[config.mk]
export PLATFORM = sky130hd
export DESIGN_NAME = tile_match_ctrl
export DESIGN_NICKNAME = d
export VERILOG_FILES = /design/src/rtl/tile_match_ctrl.sv
export SDC_FILE = /design/constraint.sdc
export NUM_CORES = 1
export LEC_CHECK = 0
export CAP_MARGIN = 25
export CORE_MARGIN = 8
export CORE_UTILIZATION = 40
export CTS_BUF_LIST = sky130_fd_sc_hd__clkbuf_2
export DETAILED_ROUTE_END_ITERATION = 10
export PLACE_DENSITY = 0.62
export SYNTH_ARGS = -nofsm -noshare
export SYNTH_HDL_FRONTEND = slang
export SYNTH_SLANG_ARGS = --single-unit
[constraint.sdc]
create_clock -name CLOCK_50 -period 2.95 [get_ports CLOCK_50]
set_input_delay 0.295 -clock CLOCK_50 [delete_from_list [all_inputs] [get_ports CLOCK_50]]
set_output_delay 0.295 -clock CLOCK_50 [all_outputs]
set_load 0.02 [all_outputs]
[src/rtl/tile_match_ctrl.sv]
// Tile-matching game sequencer: menu/play/end mode, one/two tile reveal,
// reveal window timing, colour compare, matched mask and move counter.
module tile_match_ctrl #(
  parameter int unsigned NTILES        = 10,
  parameter int unsigned REVEAL_CYCLES = 100000000
) (
  input  logic                  CLOCK_50,
  input  logic                  resetn,
  input  logic                  start,
  input  logic                  quit,
  input  logic [NTILES-1:0]     sw,
  input  logic [4*NTILES-1:0]   tile_color,
  output logic [1:0]            mode,
  output logic [NTILES-1:0]     matched,
  output logic [NTILES-1:0]     shown,
  output logic [3:0]            first_color,
  output logic [3:0]            second_color,
  output logic                  first_valid,
  output logic                  second_valid,
  output logic [7:0]            moves,
  output logic                  game_over
);

  localparam int unsigned IW = (NTILES > 1) ? $clog2(NTILES) : 1;
  localparam int unsigned TW = $clog2(REVEAL_CYCLES);
  localparam logic [TW-1:0] T_LAST = TW'(REVEAL_CYCLES - 1);

  typedef enum logic [2:0] {
    S_MENU,
    S_IDLE,
    S_ONE,
    S_REVEAL,
    S_END
  } state_t;

  state_t            state_q, state_d;
  logic [NTILES-1:0] sw_q, sw_d;
  logic [NTILES-1:0] matched_q, matched_d;
  logic [7:0]        moves_q, moves_d;
  logic [TW-1:0]     timer_q, timer_d;
  logic [IW-1:0]     first_idx_q, first_idx_d;
  logic [IW-1:0]     second_idx_q, second_idx_d;
  logic              first_valid_q, first_valid_d;
  logic              second_valid_q, second_valid_d;
  logic [3:0]        first_color_q, first_color_d;
  logic [3:0]        second_color_q, second_color_d;

  logic [NTILES-1:0] rise;
  logic              cand_ok;
  logic [IW-1:0]     cand_idx;
  logic [3:0]        cand_color;
  logic [NTILES-1:0] first_bit, second_bit, pair_mask;

  // Lowest eligible rising switch wins; the rest of that cycle's edges are dropped.
  always_comb begin
    rise       = sw & ~sw_q;
    cand_ok    = 1'b0;
    cand_idx   = '0;
    cand_color = 4'hF;
    for (int unsigned i = 0; i < NTILES; i++) begin
      if (!cand_ok && rise[i] && !matched_q[i] &&
          (state_q != S_ONE || first_idx_q != IW'(i))) begin
        cand_ok    = 1'b1;
        cand_idx   = IW'(i);
        cand_color = tile_color[4*i +: 4];
      end
    end
  end

  always_comb begin
    first_bit  = NTILES'(1) << first_idx_q;
    second_bit = NTILES'(1) << second_idx_q;
    pair_mask  = (first_valid_q ? first_bit : '0) | (second_valid_q ? second_bit : '0);
  end

  always_comb begin
    state_d        = state_q;
    sw_d           = sw;
    matched_d      = matched_q;
    moves_d        = moves_q;
    timer_d        = timer_q;
    first_idx_d    = first_idx_q;
    second_idx_d   = second_idx_q;
    first_valid_d  = first_valid_q;
    second_valid_d = second_valid_q;
    first_color_d  = first_color_q;
    second_color_d = second_color_q;

    if (quit && state_q != S_MENU) begin
      state_d        = S_MENU;
      timer_d        = '0;
      first_valid_d  = 1'b0;
      second_valid_d = 1'b0;
      first_color_d  = 4'hF;
      second_color_d = 4'hF;
    end else begin
      unique case (state_q)
        S_MENU: begin
          if (start) begin
            state_d        = S_IDLE;
            matched_d      = '0;
            moves_d        = '0;
            timer_d        = '0;
            first_valid_d  = 1'b0;
            second_valid_d = 1'b0;
            first_color_d  = 4'hF;
            second_color_d = 4'hF;
          end
        end
        S_IDLE: begin
          if (cand_ok) begin
            state_d       = S_ONE;
            first_idx_d   = cand_idx;
            first_valid_d = 1'b1;
            first_color_d = cand_color;
          end
        end
        S_ONE: begin
          if (cand_ok) begin
            state_d        = S_REVEAL;
            second_idx_d   = cand_idx;
            second_valid_d = 1'b1;
            second_color_d = cand_color;
            timer_d        = '0;
          end
        end
        S_REVEAL: begin
          timer_d = timer_q + TW'(1);
          if (timer_q == T_LAST) begin
            timer_d        = '0;
            moves_d        = (moves_q == 8'hFF) ? moves_q : moves_q + 8'd1;
            if (first_color_q == second_color_q) begin
              matched_d = matched_q | first_bit | second_bit;
            end
            first_valid_d  = 1'b0;
            second_valid_d = 1'b0;
            first_color_d  = 4'hF;
            second_color_d = 4'hF;
            state_d        = (&matched_d) ? S_END : S_IDLE;
          end
        end
        S_END: begin
        end
        default: state_d = S_MENU;
      endcase
    end
  end

  always_ff @(posedge CLOCK_50 or negedge resetn) begin
    if (!resetn) begin
      state_q        <= S_MENU;
      sw_q           <= '1;
      matched_q      <= '0;
      moves_q        <= '0;
      timer_q        <= '0;
      first_idx_q    <= '0;
      second_idx_q   <= '0;
      first_valid_q  <= 1'b0;
      second_valid_q <= 1'b0;
      first_color_q  <= 4'hF;
      second_color_q <= 4'hF;
    end else begin
      state_q        <= state_d;
      sw_q           <= sw_d;
      matched_q      <= matched_d;
      moves_q        <= moves_d;
      timer_q        <= timer_d;
      first_idx_q    <= first_idx_d;
      second_idx_q   <= second_idx_d;
      first_valid_q  <= first_valid_d;
      second_valid_q <= second_valid_d;
      first_color_q  <= first_color_d;
      second_color_q <= second_color_d;
    end
  end

  always_comb begin
    unique case (state_q)
      S_MENU:  mode = 2'd0;
      S_END:   mode = 2'd2;
      default: mode = 2'd1;
    endcase
    game_over    = (state_q == S_END);
    matched      = matched_q;
    shown        = matched_q | pair_mask;
    moves        = moves_q;
    first_valid  = first_valid_q;
    second_valid = second_valid_q;
    first_color  = first_color_q;
    second_color = second_color_q;
  end

endmodule

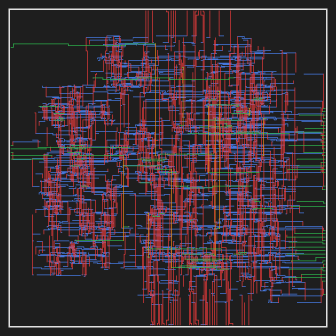
**Above:** run 1 (metal layers overlaid).
[blue] M1 | wire length: 6800 um
[green] M3 | wire length: 941 um
[orange] M4 | wire length: 319 um
[red] M2 | wire length: 7910 um
total wirelength of the detailed-routed design: 16000 um
mean routed wirelength per cell: 19.1 um

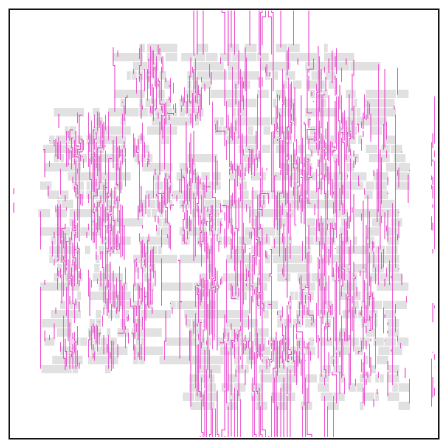
**Above:** run 1 (M2 wires).
Cells faint in the background.
share of all routed wire: 50%
main direction: vertical
nets with wire on the layer: 658
longest straight run: 69.7 um

==> notes.md, run 1 <==
The flow run is done. Synthesis-stage register bit count landed at 76. Headroom to the max-slew limit came out at 0.434. Number of filler cells placed in the layout landed at 1186.

Walking the critical path from launch to capture passes 8 cell instances. Worst-case reg-to-reg path depth landed at 8. In this run the register-to-register setup slack is 0.12 ns. Effective utilization at floorplan landed at 0.409.

OpenSTA lists the critical path startpoint as state_q[2]$_DFFE_PN0P_. Mapped cell area landed at 0.00491 sq mm. Yosys synthesis chip area landed at 0.00491 sq mm.

Clock insertion delay at the later pin of the skew report landed at 0.57 ns. The number of nets handed over by synthesis was 628. Worst-case clock buffer depth landed at 2. Area of the core region landed at 0.0120 sq mm. Stage-log warning count landed at 26. Looking at the hold checks, the worst path lands on sw_q[6]$_DFF_PN1_. The final timing report derives a shortest allowable period of 2.83 ns. Dividing the detail-routed via count by the number of cells gives 6.04.

The number of global-route vias before repair was 5186. Among the stages of the critical path, the cell type that occurs most often is sky130_fd_sc_hd__buf_4. After global routing the overflow that remains totals 0.

In the Yosys stats the netlist draws on 69 distinct library cells. The run finished with clean final reports. Per the run summary, max-cap violations total 0.

For the worst setup path, the data required time is 3.43 ns. Relative to the synthesized area, the layout overhead comes to 28.7%. The worst setup path is captured at a flip-flop.

Total leakage power landed at 2.68 nW. Multi-input gate area in the final layout landed at 0.00278 sq mm. Number of failing setup endpoints in the final timing report landed at 0. For reference, the top cells by area after synthesis are sky130_fd_sc_hd__dfrtp_1 (30%), sky130_fd_sc_hd__dfstp_2 (9.6%), sky130_fd_sc_hd__o21ai_0 (7.3%), sky130_fd_sc_hd__a21oi_1 (3.7%), sky130_fd_sc_hd__nand2_1 (3.4%). A synthesized cell averages 8.59 sq um. Ranking logic cells in the layout by count gives the top entries sky130_fd_sc_hd__clkdlybuf4s50_1 (87), sky130_fd_sc_hd__o21ai_0 (72), sky130_fd_sc_hd__dfrtp_1 (57). Share of final-layout standard cells stronger than drive strength 1 landed at 0.161. OpenSTA, run right after detailed placement, puts the worst setup slack at 0.0500 ns. Clock net sink count landed at 76.

Share of the synthesized area in the top cell type landed at 0.295. First-pass GRT wire length landed at 26000 um. Setup repair after global routing left no endpoint under its margin.

According to the hold report, the worst path is of the primary input to flip-flop type. Summing all placed instances gives a cell area of 0.00619 sq mm. TritonCTS built the clock tree.

The die covers 0.0161 sq mm. The cell type that accounts for the most area after synthesis is sky130_fd_sc_hd__dfrtp_1. Area of all sequential standard cells landed at 0.00193 sq mm.

After synthesis, the share of cell area in mux cells is 0.0183. Measured on the finished design, the core utilization comes to 0.527. The pin closest to its max-slew limit shows a slew of 0.849 ns. Leaving out fill and tap cells, the most frequent cell in the layout is sky130_fd_sc_hd__clkdlybuf4s50_1.
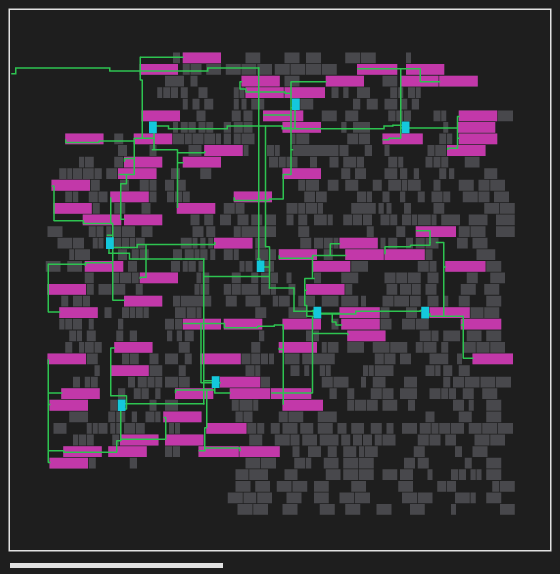
**Above:** run 1 (routed clock nets over the placement).
The bar under the picture is 50 um long.
[cyan] clock-net drivers | count: 9
[green] clock wires | length: 1070 um
[magenta] flip-flops | count: 76
routed clock nets: 10

-- run 1: layout make-up --
class	instances	share of cell area
Timing Repair Buffer	135	0.201
Clock inverter	5	0.00831
Multi-Input combinational cell	447	0.439
Inverter	16	0.00949
Clock buffer	11	0.00870
Tap cell	147	0.0291
Sequential cell	76	0.304
-- run 1: cells in the mapped netlist (all sizes together) (2+ instances only) --
master   count
o21ai       73
nor2b        2
a21o         8
or3b         9
nor4b        5
and3        18
ha           2
a221o        2
dfstp       18
a22oi        5
nand3       18
inv         16
buf         12
nor2        40
o22a         3
o32a         2
xor2         4
clkbuf      21
o41ai        3
nor3b        7
a2111oi      2
mux2         8
nor4bb       2
dfrtp       58
or4          4
or3          6
o221ai       4
o31ai       11
o22ai       15
a211oi       5
a21oi       36
nand2       45
a31oi       20
or2          9
nand2b       9
o21bai       4
o32ai        6
and2         7
nand4       13
and4         5
a211o        6
nor4         5
a22o         4
nor3         9
-- run 1: flip-flops by register name, summed over array words and instances, names as in the netlist --
signal	flops
timer_q	27
matched	10
sw_q	10
moves	8
first_color	4
first_idx_q	4
second_color	4
second_idx_q	4
state_q	3
first_valid	1
second_valid	1
-- run 1: what timing repair did --
action | 4_1_cts | 5_1_grt
setup buffers | 0 | 0
gates resized | 1 | 9
hold buffers | 1 | 0
setup endpoints to repair | 1 | 11
endpoints found under the hold margin | 21 | 0
-- run 1: where the power goes --
group | switching, W | internal [W]
Combinational | 0.00112 | 0.000791
Sequential | 0.000126 | 0.00118
Clock | 0.000370 | 0.000199
-- run 1: routing by layer --
layer  GRT usage  vias up  share of wire
met2       0.344      167           0.50
li1            -     2405              -
met5           0        -              0
met3      0.0545       25          0.059
met1       0.232     2460           0.43
met4      0.0707        0          0.020
**Run 1: met3 routing**

The bar under the picture is 50 um long. Cells faint in the background.
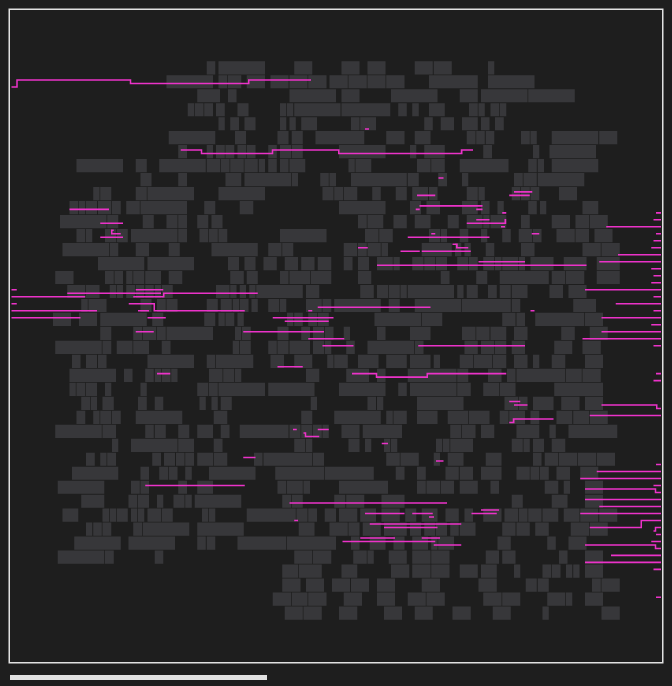

## Run 2: what changed since run 1
Settings changed: CORE_ASPECT_RATIO set to 1.2.
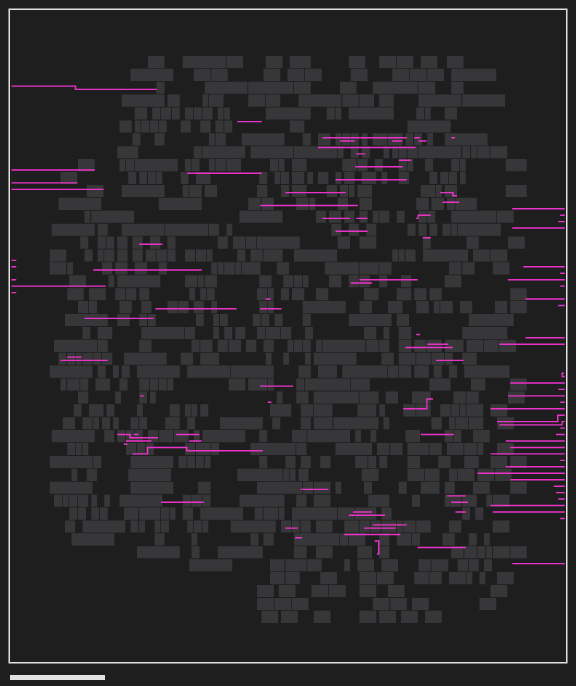
**Above:** run 2 (met3 routing).
The bar under the picture is 20 um long. Cells faint in the background.
nets with wire on the layer: 88
wire length on this layer: 790 um

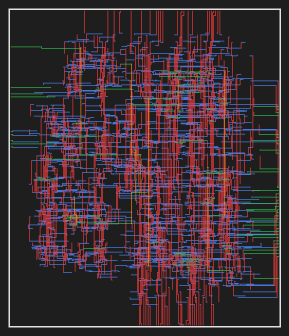
**Above:** run 2 (metal layers overlaid).
[green] M3 | wire length: 790 um
[red] M2 | wire length: 7970 um
[blue] M1 | wire length: 6310 um
[orange] M4 | wire length: 347 um
total wirelength of the detailed-routed design: 15400 um
mean routed wirelength per cell: 18.2 um

==> notes.md, run 2 <==
The flow run is done. The number of flip-flops under the largest register name is 27 (unchanged). Measured slew at the worst slew-check pin landed at 0.833 ns (-0.0162 ns). Count of unique library cells instantiated by Yosys landed at 69 (unchanged).

The main area contributors are sky130_fd_sc_hd__dfrtp_1 (30%), sky130_fd_sc_hd__dfstp_2 (9.6%), sky130_fd_sc_hd__o21ai_0 (7.3%), sky130_fd_sc_hd__a21oi_1 (3.7%), sky130_fd_sc_hd__nand2_1 (3.4%). Yosys synthesis chip area landed at 0.00491 sq mm (unchanged). Tracing the worst setup path back leads to its startpoint at second_idx_q[1]$_DFFE_PN0P_. TritonCTS built the clock tree. The worst-case clock buffer depth came to 2 (unchanged).

Checking hold timing, the worst path is listed with class primary input to flip-flop. Total die size landed at 0.0161 sq mm (about the same). Synthesis-stage register bit count landed at 76 (unchanged). Minimum clock period landed at 2.87 ns (+0.0398 ns). The worst hold path terminates at sw_q[5]$_DFF_PN1_. The share of the synthesized area in the top cell type is 0.295 (unchanged). Total stage count of the critical path landed at 4 (-4). Total congestion overflow landed at 0 (unchanged). Worst-case reg-to-reg path depth landed at 9 (+1). The effective utilization at floorplan came to 0.408 (-0.00153).

Yosys reports that the most numerous cell types are sky130_fd_sc_hd__o21ai_0 (72), sky130_fd_sc_hd__dfrtp_1 (58), sky130_fd_sc_hd__nand2_1 (45). The post-CTS setup-driven buffer insertion count is 0 (unchanged). The number of failing setup endpoints in the final timing report is 0 (unchanged). The clock net sink count was 76 (unchanged). The share of final-layout standard cells stronger than drive strength 1 is 0.156 (-0.00489). Synthesized area per cell landed at 8.59 sq um (unchanged). Number of maximum-capacitance constraint violations landed at 0 (unchanged).

Post-place setup slack landed at 0.0321 ns (-0.0180 ns). Number of filler cells placed in the layout landed at 1149 (-3.1%). Number of global-route vias before repair landed at 4772 (-8.0%). Summed over all instances, the cell type with the most area after synthesis is sky130_fd_sc_hd__dfrtp_1. The post-placement cell area was 0.00617 sq mm (-0.20%). The register with the most flip-flops in the final layout is timer_q. Via count normalized by instance count landed at 5.88 (-2.7%). The total leakage power came to 2.61 nW (-2.5%). Looking at the gate-level netlist, the highest instance count belongs to sky130_fd_sc_hd__o21ai_0. The post-synth net total came to 628 (unchanged).

The clock insertion delay at the later pin of the skew report came to 0.55 ns (-0.02 ns). The worst setup path is captured at an output port. Relative slew slack landed at 0.444 (+0.0108). Leaving out fill and tap cells, the most frequent cells in the layout are sky130_fd_sc_hd__clkdlybuf4s50_1 (89), sky130_fd_sc_hd__o21ai_0 (72), sky130_fd_sc_hd__dfrtp_1 (54). The flow ran to the end, and the final reports show no timing, DRC or antenna violations. Setup repair after global routing left no endpoint under its margin. Stage-log warning count landed at 26 (unchanged). The top cell type in the final layout, fill and taps aside, is sky130_fd_sc_hd__clkdlybuf4s50_1. The area of the core region was 0.0121 sq mm (+0.38%). Layout overhead on the synthesized area landed at 27.9%.
==> run 2: area by class of cell <==
type | count | area (sq um) | share of cell area
multi-input combinational | 447 | 2770 | 0.441
sequential | 76 | 1930 | 0.307
timing repair buffer | 131 | 1240 | 0.198
tap | 161 | 201 | 0.0320
inverter | 16 | 60.1 | 0.00955
clock buffer | 10 | 50.0 | 0.00796
clock inverter | 6 | 31.3 | 0.00498
==> run 2: where the power goes <==
part	switching (W)	total [W]	leakage [nW]	internal, W
sequential	0.000140	0.00132	0.983	0.00118
combinational	0.00108	0.00185	1.58	0.000768
clock	0.000368	0.000472	0.0504	0.000104
==> run 2: cells by family (layout without fill, tap and decap cells) <==
kind of cell | count (synthesis) | count (layout) | synth area share
AOI/OAI and AO/OA | 218 | 218 | 0.286
xor gates and xnor gates | 4 | 4 | 0.00713
adders and majority gates | 2 | 2 | 0.00509
buffers and inverters | 49 | 163 | 0.0451
DFF | 76 | 76 | 0.392
muxes | 8 | 8 | 0.0183
and+or+nand+nor | 215 | 215 | 0.246
==> run 2: stage by stage <==
step                      total power, W  hold slack (ns)  instances  utilization
after global routing             0.00389            0.121        847        0.521
after global placement           0.00315            0.439        830        0.512
after CTS                        0.00365            0.128        847        0.520
after floorplan                  0.00243        -0.000591        572            -
final                            0.00364            0.146        847        0.521
after detailed placement         0.00316            0.449        830        0.512
==> run 2: metal layers <==
layer  global-route usage  part of all wire  vias to the layer above
li1                     -                 -                     2393
met1                0.228              0.41                     2405
met2                0.342              0.52                      156
met3               0.0329             0.051                       25
met4               0.0713             0.022                        0
met5                    0                 0                        -
==> run 2: repair_timing <==
item,4_1_cts,5_1_grt
hold buffers,1,0
gates resized,0,10
hold endpoints to repair,25,0
endpoints found under the setup margin,0,8
## Run 3: what changed since run 2
Settings changed: CORE_UTILIZATION 40 to 54, CTS_CLUSTER_DIAMETER set to 60, PLACE_DENSITY 0.62 to 0.81.
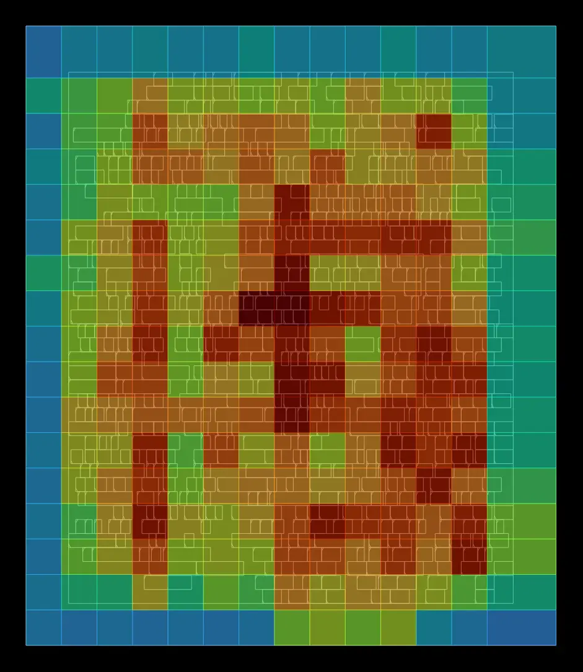
**Above:** run 3 (track usage over the die).
met1 usage: 0.290
post-route core utilization: 0.699
global-route track usage on met2: 0.435
busiest metal layer after global routing: met2

==> notes.md, run 3 <==
The flow run is done. The largest register by flop count is timer_q. The fraction of the mapped netlist area in simple logic gates was 0.246 (unchanged). Synthesized area per cell landed at 8.59 sq um (unchanged).

Ranked by instance count, the synthesized netlist is headed by sky130_fd_sc_hd__o21ai_0 (72), sky130_fd_sc_hd__dfrtp_1 (58), sky130_fd_sc_hd__nand2_1 (45). Yosys synthesis chip area landed at 0.00491 sq mm (unchanged). The number of filler cells placed in the layout came to 753 (-34%). Area of the core region landed at 0.00894 sq mm (-26%). By instance count after routing, the leading logic cell types are sky130_fd_sc_hd__clkdlybuf4s50_1 (89), sky130_fd_sc_hd__o21ai_0 (71), sky130_fd_sc_hd__dfrtp_1 (57). XOR/XNOR share of the synthesized area landed at 0.00713 (unchanged). In the post-synthesis netlist, the cell with the most instances is sky130_fd_sc_hd__o21ai_0. Clock net sink count landed at 76 (unchanged). The minimum clock period is 2.84 ns (-0.0286 ns). Share of the synthesized area in the top cell type landed at 0.295 (unchanged). Setup repair after global routing could not meet its margin everywhere. The path class of the tightest hold or removal check is primary input to flip-flop. The area fraction in compound gates after synthesis came to 0.286 (unchanged). Multi-input gate area in the final layout landed at 0.00279 sq mm (+0.54%).

The number of maximum-capacitance constraint violations is 0 (unchanged). Post-synth net total landed at 628 (unchanged). The worst slack on hold paths came to 0.142 ns (-0.00368 ns). The total die size is 0.0124 sq mm (-23%).

Wire length per cell landed at 19.2 um (+5.6%). Yosys shows that the main logic family after synthesis is AND-OR/OR-AND gates. The stage-log warning count was 27 (+3.8%).

Post-CTS setup-driven buffer insertion count landed at 0 (unchanged). Count of unique library cells instantiated by Yosys landed at 69 (unchanged). The flow ran to the end, and the final reports show no timing, DRC or antenna violations. Layout overhead on the synthesized area landed at 27.1%. The relative slew slack came to 0.425 (-0.0197).
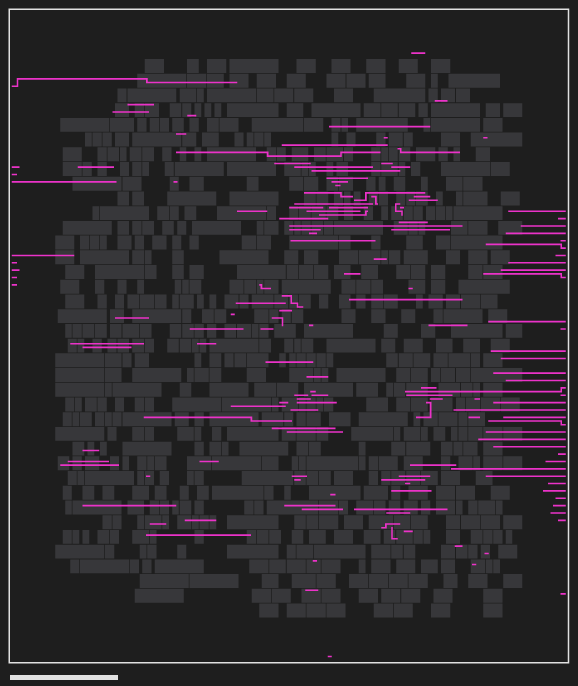
**Above:** run 3 (met3 routing).
The bar under the picture is 20 um long. Cells faint in the background.
wire length on this layer: 1120 um
main direction: horizontal

[run 3: power by group]
| part | total [W] | internal (W) | switching [W] |
|---|---|---|---|
| Clock | 0.000474 | 0.000114 | 0.000360 |
| Combinational | 0.00189 | 0.000784 | 0.00111 |
| Sequential | 0.00133 | 0.00118 | 0.000145 |
| Total | 0.00369 | 0.00208 | 0.00161 |
[run 3: stage by stage]
| step | std cells | TNS, ns |
|---|---|---|
| 2_1_floorplan | 572 | 0 |
| 3_3_place_gp | 788 | 0 |
| 3_5_place_dp | 788 | 0 |
| 4_1_cts | 805 | 0 |
| 5_1_grt | 808 | -0.0460 |
| 6_report | 808 | 0 |
[run 3: final cells by class]
class	count	area share
Multi-Input combinational cell	447	0.446
Sequential cell	76	0.308
Timing Repair Buffer	133	0.200
Tap cell	120	0.0240
Clock buffer	12	0.00961
Inverter	16	0.00961
Clock inverter	4	0.00280
[run 3: per-layer routing]
| metal | routed length (um) | part of all wire |
|---|---|---|
| met4 | 612 | 0.039 |
| met3 | 1120 | 0.072 |
| met5 | 0 | 0 |
| met2 | 7890 | 0.51 |
| met1 | 5900 | 0.38 |
[run 3: worst paths after layout]
| kind | cells past startpoint | start | end | slack (ns) |
|---|---|---|---|---|
| max | 9 | state_q[2]$_DFFE_PN0P_ | timer_q[21]$_DFFE_PN0P_ | 0.11 |
| min in group asynchronous | 2 | resetn | timer_q[0]$_DFFE_PN0P_ | 0.39 |
| max in group asynchronous | 4 | resetn | first_valid$_DFFE_PN0P_ | 1.63 |
| max reg2reg | 9 | state_q[2]$_DFFE_PN0P_ | timer_q[21]$_DFFE_PN0P_ | 0.11 |
| min | 1 | sw[0] | sw_q[0]$_DFF_PN1_ | 0.14 |
| min reg2reg | 1 | timer_q[26]$_DFFE_PN0P_ | timer_q[26]$_DFFE_PN0P_ | 0.51 |
Power is estimated from default activity; no workload was simulated.
